**Run 1: gate-type map**

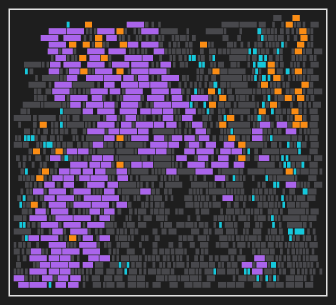
**Run 1: routing congestion map**

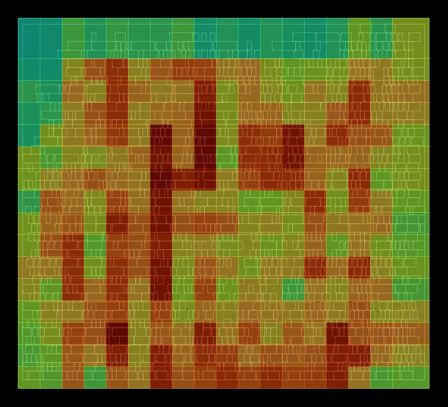
**Run 1: where the registers sit**

Scale bar: 50 um. Other sequential cells in the stronger gray, the rest of the logic in the fainter gray.
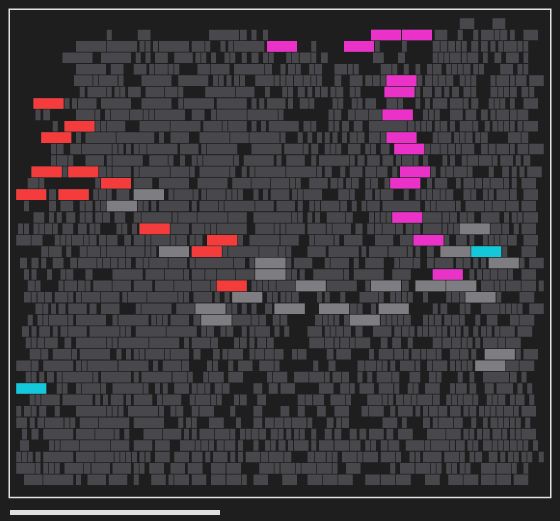
**Run 1: port wiring**

Scale bar: 50 um.
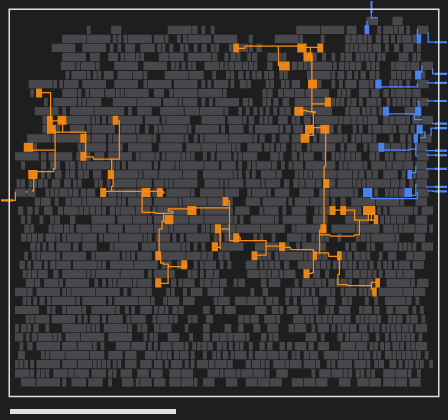
**src/rtl/barrett_pkg.sv**
```systemverilog
// Shared constants and the final residue fold for the mod-2551 Barrett datapath.
package barrett_pkg;
  localparam int Q_MOD  = 2551;
  localparam int MU     = 6576;
  localparam int SHIFT  = 12;
  localparam int DIN_W  = 23;
  localparam int DOUT_W = 12;
  localparam int Q_W    = DIN_W - SHIFT;  // din >> 12
  localparam int P_W    = 25;             // q * MU, full width
  localparam int T_W    = 13;             // p >> 12
  localparam int R_W    = 14;             // partial residue, < 4*Q_MOD

  // Subtract k*Q (k in 0..3) from a partial residue known to be < 4*Q.
  function automatic logic [DOUT_W-1:0] fold_residue(input logic [R_W-1:0] r);
    logic [R_W-1:0] f;
    if (r >= R_W'(3 * Q_MOD))      f = r - R_W'(3 * Q_MOD);
    else if (r >= R_W'(2 * Q_MOD)) f = r - R_W'(2 * Q_MOD);
    else if (r >= R_W'(Q_MOD))     f = r - R_W'(Q_MOD);
    else                           f = r;
    return DOUT_W'(f);
  endfunction
endpackage

```
**src/rtl/barrett_2551_pipe.sv**
```systemverilog
// Two-stage Barrett reduction mod 2551 with a tag riding alongside each operand.
// The whole pipe freezes when advance is low; a bubble in S2 never blocks S1
// because an empty S2 cannot produce a stall upstream.
module barrett_2551_pipe
  import barrett_pkg::*;
#(
  parameter int ID_W = 2
) (
  input  logic              clk,
  input  logic              rst_n,
  input  logic              advance,
  input  logic              in_valid,
  input  logic [DIN_W-1:0]  in_data,
  input  logic [ID_W-1:0]   in_id,
  output logic              out_valid,
  output logic [ID_W-1:0]   out_id,
  output logic [DOUT_W-1:0] out_data
);

  logic [Q_W-1:0]   q_c;
  logic [P_W-1:0]   p_c;
  logic [T_W-1:0]   t_c;
  logic [P_W-1:0]   tq_c;
  logic [P_W-1:0]   r_c;

  logic             s1_valid;
  logic [P_W-1:0]   s1_p;
  logic [DIN_W-1:0] s1_din;
  logic [ID_W-1:0]  s1_id;
  logic             s2_valid;
  logic [R_W-1:0]   s2_r;
  logic [DIN_W-1:0] s2_din;
  logic [ID_W-1:0]  s2_id;

  assign q_c  = in_data[DIN_W-1:SHIFT];
  assign p_c  = P_W'(q_c) * P_W'(MU);
  assign t_c  = T_W'(s1_p >> SHIFT);
  assign tq_c = P_W'(t_c) * P_W'(Q_MOD);
  assign r_c  = P_W'(s1_din) - tq_c;

  // Stage registers: S1 holds the quotient estimate product, S2 the partial residue.
  always_ff @(posedge clk) begin
    if (!rst_n) begin
      s1_valid <= 1'b0;
      s1_p     <= '0;
      s1_din   <= '0;
      s1_id    <= '0;
      s2_valid <= 1'b0;
      s2_r     <= '0;
      s2_din   <= '0;
      s2_id    <= '0;
    end else if (advance) begin
      s1_valid <= in_valid;
      s1_p     <= p_c;
      s1_din   <= in_data;
      s1_id    <= in_id;
      s2_valid <= s1_valid;
      s2_r     <= R_W'(r_c);
      s2_din   <= s1_din;
      s2_id    <= s1_id;
    end
  end

  assign out_valid = s2_valid;
  assign out_id    = s2_id;
  assign out_data  = fold_residue(s2_r);

  // The carried operand lets us confirm the reduction is exact at the output.
  always @(posedge clk) begin
    if (rst_n && s2_valid)
      assert (int'(out_data) == int'(s2_din) % Q_MOD);
  end

endmodule

```
**src/rtl/barrett_2551_arbiter.sv**
```systemverilog
// Round-robin front end sharing one mod-2551 Barrett pipe among NUM_REQ requesters.
module barrett_2551_arbiter
  import barrett_pkg::*;
#(
  parameter int NUM_REQ = 4,
  parameter int ID_W    = 2
) (
  input  logic                     clk,
  input  logic                     rst_n,
  input  logic [NUM_REQ-1:0]       req_valid,
  input  logic [NUM_REQ*DIN_W-1:0] req_data,
  output logic [NUM_REQ-1:0]       req_ready,
  output logic                     rsp_valid,
  output logic [ID_W-1:0]          rsp_id,
  output logic [DOUT_W-1:0]        rsp_data,
  input  logic                     rsp_ready,
  output logic                     idle
);

  logic [ID_W-1:0] ptr;
  logic [ID_W-1:0] win;
  logic [ID_W-1:0] cand;
  logic            found;
  logic            stall;
  logic            accept;
  logic            xfer;
  logic [1:0]      count;
  int              idx;

  // Search req_valid from the pointer, wrapping, and take the first set bit.
  always_comb begin
    found = 1'b0;
    win   = '0;
    idx   = 0;
    cand  = '0;
    for (int k = 0; k < NUM_REQ; k++) begin
      idx = int'(ptr) + k;
      if (idx >= NUM_REQ) idx = idx - NUM_REQ;
      cand = ID_W'(idx);
      if (!found && req_valid[cand]) begin
        found = 1'b1;
        win   = cand;
      end
    end
  end

  assign stall     = rsp_valid & ~rsp_ready;
  assign req_ready = (found && !stall) ? (NUM_REQ'(1) << win) : '0;
  assign accept    = |(req_valid & req_ready);
  assign xfer      = rsp_valid & rsp_ready;
  assign idle      = (count == 2'd0);

  // Pointer moves past the winner only when the winner is actually accepted.
  always_ff @(posedge clk) begin
    if (!rst_n)
      ptr <= '0;
    else if (accept)
      ptr <= (win == ID_W'(NUM_REQ - 1)) ? '0 : win + ID_W'(1);
  end

  // Operations in flight: accepted but not yet handed to the consumer.
  always_ff @(posedge clk) begin
    if (!rst_n)
      count <= 2'd0;
    else begin
      case ({accept, xfer})
        2'b10:   count <= count + 2'd1;
        2'b01:   count <= count - 2'd1;
        default: count <= count;
      endcase
    end
  end

  barrett_2551_pipe #(
    .ID_W (ID_W)
  ) u_pipe (
    .clk       (clk),
    .rst_n     (rst_n),
    .advance   (~stall),
    .in_valid  (accept),
    .in_data   (req_data[int'(win)*DIN_W +: DIN_W]),
    .in_id     (win),
    .out_valid (rsp_valid),
    .out_id    (rsp_id),
    .out_data  (rsp_data)
  );

  // Structural invariants of the grant, the occupancy and the residue range.
  always @(posedge clk) begin
    if (rst_n) begin
      assert ($onehot0(req_ready));
      assert (count <= 2'd2);
      if (rsp_valid) assert (rsp_data < DOUT_W'(Q_MOD));
    end
  end

endmodule

```
**config.mk**
```make
export PLATFORM = sky130hd
export DESIGN_NAME = barrett_2551_arbiter
export DESIGN_NICKNAME = d
export VERILOG_FILES = /design/src/rtl/barrett_pkg.sv /design/src/rtl/barrett_2551_pipe.sv /design/src/rtl/barrett_2551_arbiter.sv
export SDC_FILE = /design/constraint.sdc
export NUM_CORES = 1
export LEC_CHECK = 0
export ABC_AREA = 1
export CORE_ASPECT_RATIO = 0.9
export CORE_UTILIZATION = 63
export DETAILED_ROUTE_END_ITERATION = 10
export PLACE_DENSITY = 0.89
export SYNTH_ARGS = -nofsm -noshare
export SYNTH_HDL_FRONTEND = slang
export SYNTH_SLANG_ARGS = --single-unit
```
**constraint.sdc**
```tcl
create_clock -name clk -period 12.7 [get_ports clk]
set_clock_uncertainty 0.15 [all_clocks]
set_input_delay 3.81 -clock clk [delete_from_list [all_inputs] [get_ports clk]]
set_output_delay 3.81 -clock clk [all_outputs]
set_load 0.02 [all_outputs]
```
==> flow_summary.ini, run 1 <==
; flow metrics
[outcome]
status = finished, final reports clean

[cells_and_area]
drive_gt1_frac = 0.0260
final-comb-area_mm2 = 0.00660
nClkBuffers = 5
design_area_mm2 = 0.0105
seq_share = 0.0952
fin_util = 0.748
diodes = 0
logic_gate_count = 898
dominant_cells = combinational gates
inv_count = 343
comb_area_share = 0.628
final_cell_count_no_fill = 1616
mostFrequentLayoutCells = 331 x inv_1, 259 x nand2_1, 124 x ha_1
layout_top_cell = inv_1
buffers = 124

[final_timing]
timing.hold.ws_ps = 325
tightest_slew_ps = 715
hold_violations = 0
max-slew-margin-rel = 0.522
setup-violations-final = 0
final_max_slew_viol_count = 0
min_period_ps = 11030
rsz0062_at_grt = false
clock.fmax_mhz = 90.6
finalClockPeriodUsage = 0.869

[worst_setup_path]
reg2reg_slack_ps = 6040
required_ps = 8740
crit_path_top_delay_cell = clkdlybuf4s50_1
path_common_cell = inv_1
critical_path_peak_fanout = 31
cp_data_arrival_time_ps = 7070
r2r_end = u_pipe.s1_p[23]
cp_top_family = buffers and inverters
worstPathBufferInverterCount = 7
critical_path_class = in2out

[logic_synthesis]
ys_seq_share = 0.110
ys_cells = 1334
synth.top_cell.area_share = 0.171
synth_area_mm2 = 0.00912
syn_inst = 1334
edf_count = 0
yosysWarnings = 0
fp_nets = 1635
fa_ha_area_frac = 0.341
yosysChipArea_mm2 = 0.00912
xor_area_frac = 0.0509
logic_family = adder cells
top_cell = inv_1

[global_route]
antenna_found_initial = 0
grt_max_degree = 64
grt.busiest_layer = met2
grt_overflow_total = 0
grt_pass1_vias = 8420

[detailed_routing]
via_per_inst = 5.20
routed-via-count = 8411
ant_nets = 0
dr.pass1.iters = 5
drt-met1-wl_um = 9630
routed_wl_um = 22900

[clock_network]
h-tree-depth = 2
clk_latency_ps = 310
cts_hold_buf = 0
cts_setup_buffers = 0
clk_pin_slew_worst_paths_ps = 80
cts_root_buffer = clkbuf_16
cts_resized = 0

[placed_design]
dp_hpwl_um = 18800
place_area_mm2 = 0.0104

[run]
warnings = 65
drv_cap = 0

[hold_path]
hold_depth = 2

[floorplan]
fp.dieW_um = 129
fp-row-count = 41
About 'gate-type map':
cyan -> nor cells  # cells 84, most used nor2_1, where widely spread
orange -> xor and xnor cells  # cells 53, most used xor2_1
purple -> fa/ha/maj cells  # cells 202, most used ha_1

About 'routing congestion map':
wire per inst: 14.1 um
met1 Resource Use GR: 0.387

About 'where the registers sit':
magenta -> u_pipe.s2_r  # placed flops 14
red -> u_pipe.s1_p  # placed flops 12
cyan -> u_pipe.out_id  # placed flops 2
not colored = 22

About 'port wiring':
orange -> rst_n  # bits 1, direction input, edge left, end cells 47, wire 463 um
blue -> rsp_data  # bits 12, direction output, edge 11 right, 1 top, end cells 12, wire 118 um
# port buffers: 118
Ports: 119

**Run 1: a small window of the routed layout**

Scale bar: 10 um. Window x 20 to 45, y 17 to 42 um. Cells in gray, sequential cells in the stronger gray; small squares are vias.
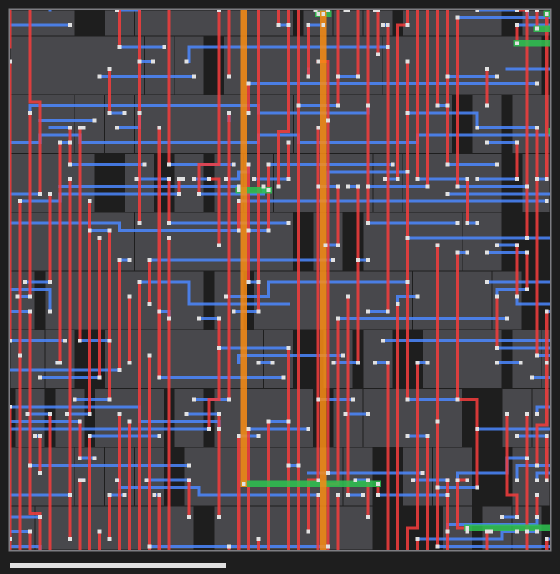

==> run 2: changes to the inputs <==
CORE_UTILIZATION = 58   (was 63)
PLACE_DENSITY = 0.83   (was 0.89)
clock period = 10.4 ns   (was 12.7 ns; I/O delays follow)
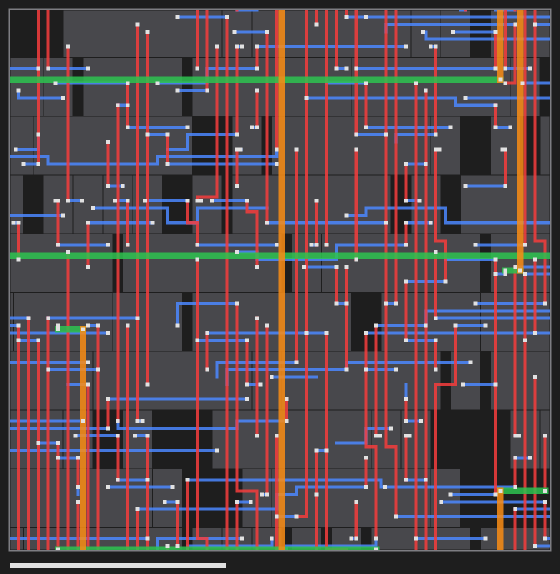
**Above:** run 2 (a small window of the routed layout).
Scale bar: 10 um. Window x 21 to 46, y 18 to 43 um. Cells in gray, sequential cells in the stronger gray; small squares are vias.
blue -> metal 1
red -> metal 2
green -> metal 3
orange -> metal 4
sequential cells in the window = 0
cells with their middle in the window = 53
most frequent = inv_1 (26), fa_1 (18), ha_1 (8)

==> run 2 against run 1 <==
Compared with the run above:
- area after synthesis unchanged
- non-clock buffer count increased by 3
- final cell count grew 0.74%
- critical path depth did not move
- synthesized cell count unchanged
- via count is 0.61% higher
- critical endpoint is now req_ready[1]
- flip-flop count did not move
- cell area is 0.30% higher
- register-to-register slack worse by 2100 ps
- worst hold slack gained 8.8 ps
==> flow_summary.ini, run 2 <==
; flow metrics
[logic_synthesis]
top_cell = inv_1
ys_cells = 1334
xor_area_frac = 0.0509
synth_area_mm2 = 0.00912
edf_count = 0
yosysChipArea_mm2 = 0.00912
yosysWarnings = 0
synth.top_cell.area_share = 0.171
logic_family = adder cells

[clock_network]
cts_root_buffer = clkbuf_16
cts_hold_buf = 0
cts_resized = 0
cts_setup_buffers = 0

[global_route]
grt_overflow_total = 0
antenna_found_initial = 0
grt.busiest_layer = met2
grt_max_degree = 64

[floorplan]
ios = 119
fp-row-count = 43

[final_timing]
finalClockPeriodUsage = 0.912
rsz0062_at_grt = false
timing.hold.ws_ps = 334
clock.fmax_mhz = 105
setup-violations-final = 0
hold_violations = 0
max-slew-margin-rel = 0.523
final_max_slew_viol_count = 0
tightest_slew_ps = 713

[run]
warnings = 65

[cells_and_area]
mostFrequentLayoutCells = 331 x inv_1, 259 x nand2_1, 124 x ha_1
comb_area_share = 0.626
dominant_cells = combinational gates
drive_gt1_frac = 0.0281
inv_count = 343
layout_top_cell = inv_1
seq_share = 0.0949
final_cell_count_no_fill = 1628
nClkBuffers = 5
logic_gate_count = 898

[worst_setup_path]
crit_path_top_delay_cell = clkdlybuf4s50_1
required_ps = 7130
cp_top_family = buffers and inverters
worstPathBufferInverterCount = 6
critical_path_class = in2out
cp_data_arrival_time_ps = 6210

[hold_path]
hold_depth = 2

[placed_design]
dp_hpwl_um = 18400
place_area_mm2 = 0.0104

[detailed_routing]
dr.pass1.iters = 8
routed_wl_um = 22200
routed-via-count = 8462
ant_nets = 0
via_per_inst = 5.20

[outcome]
status = finished, final reports clean
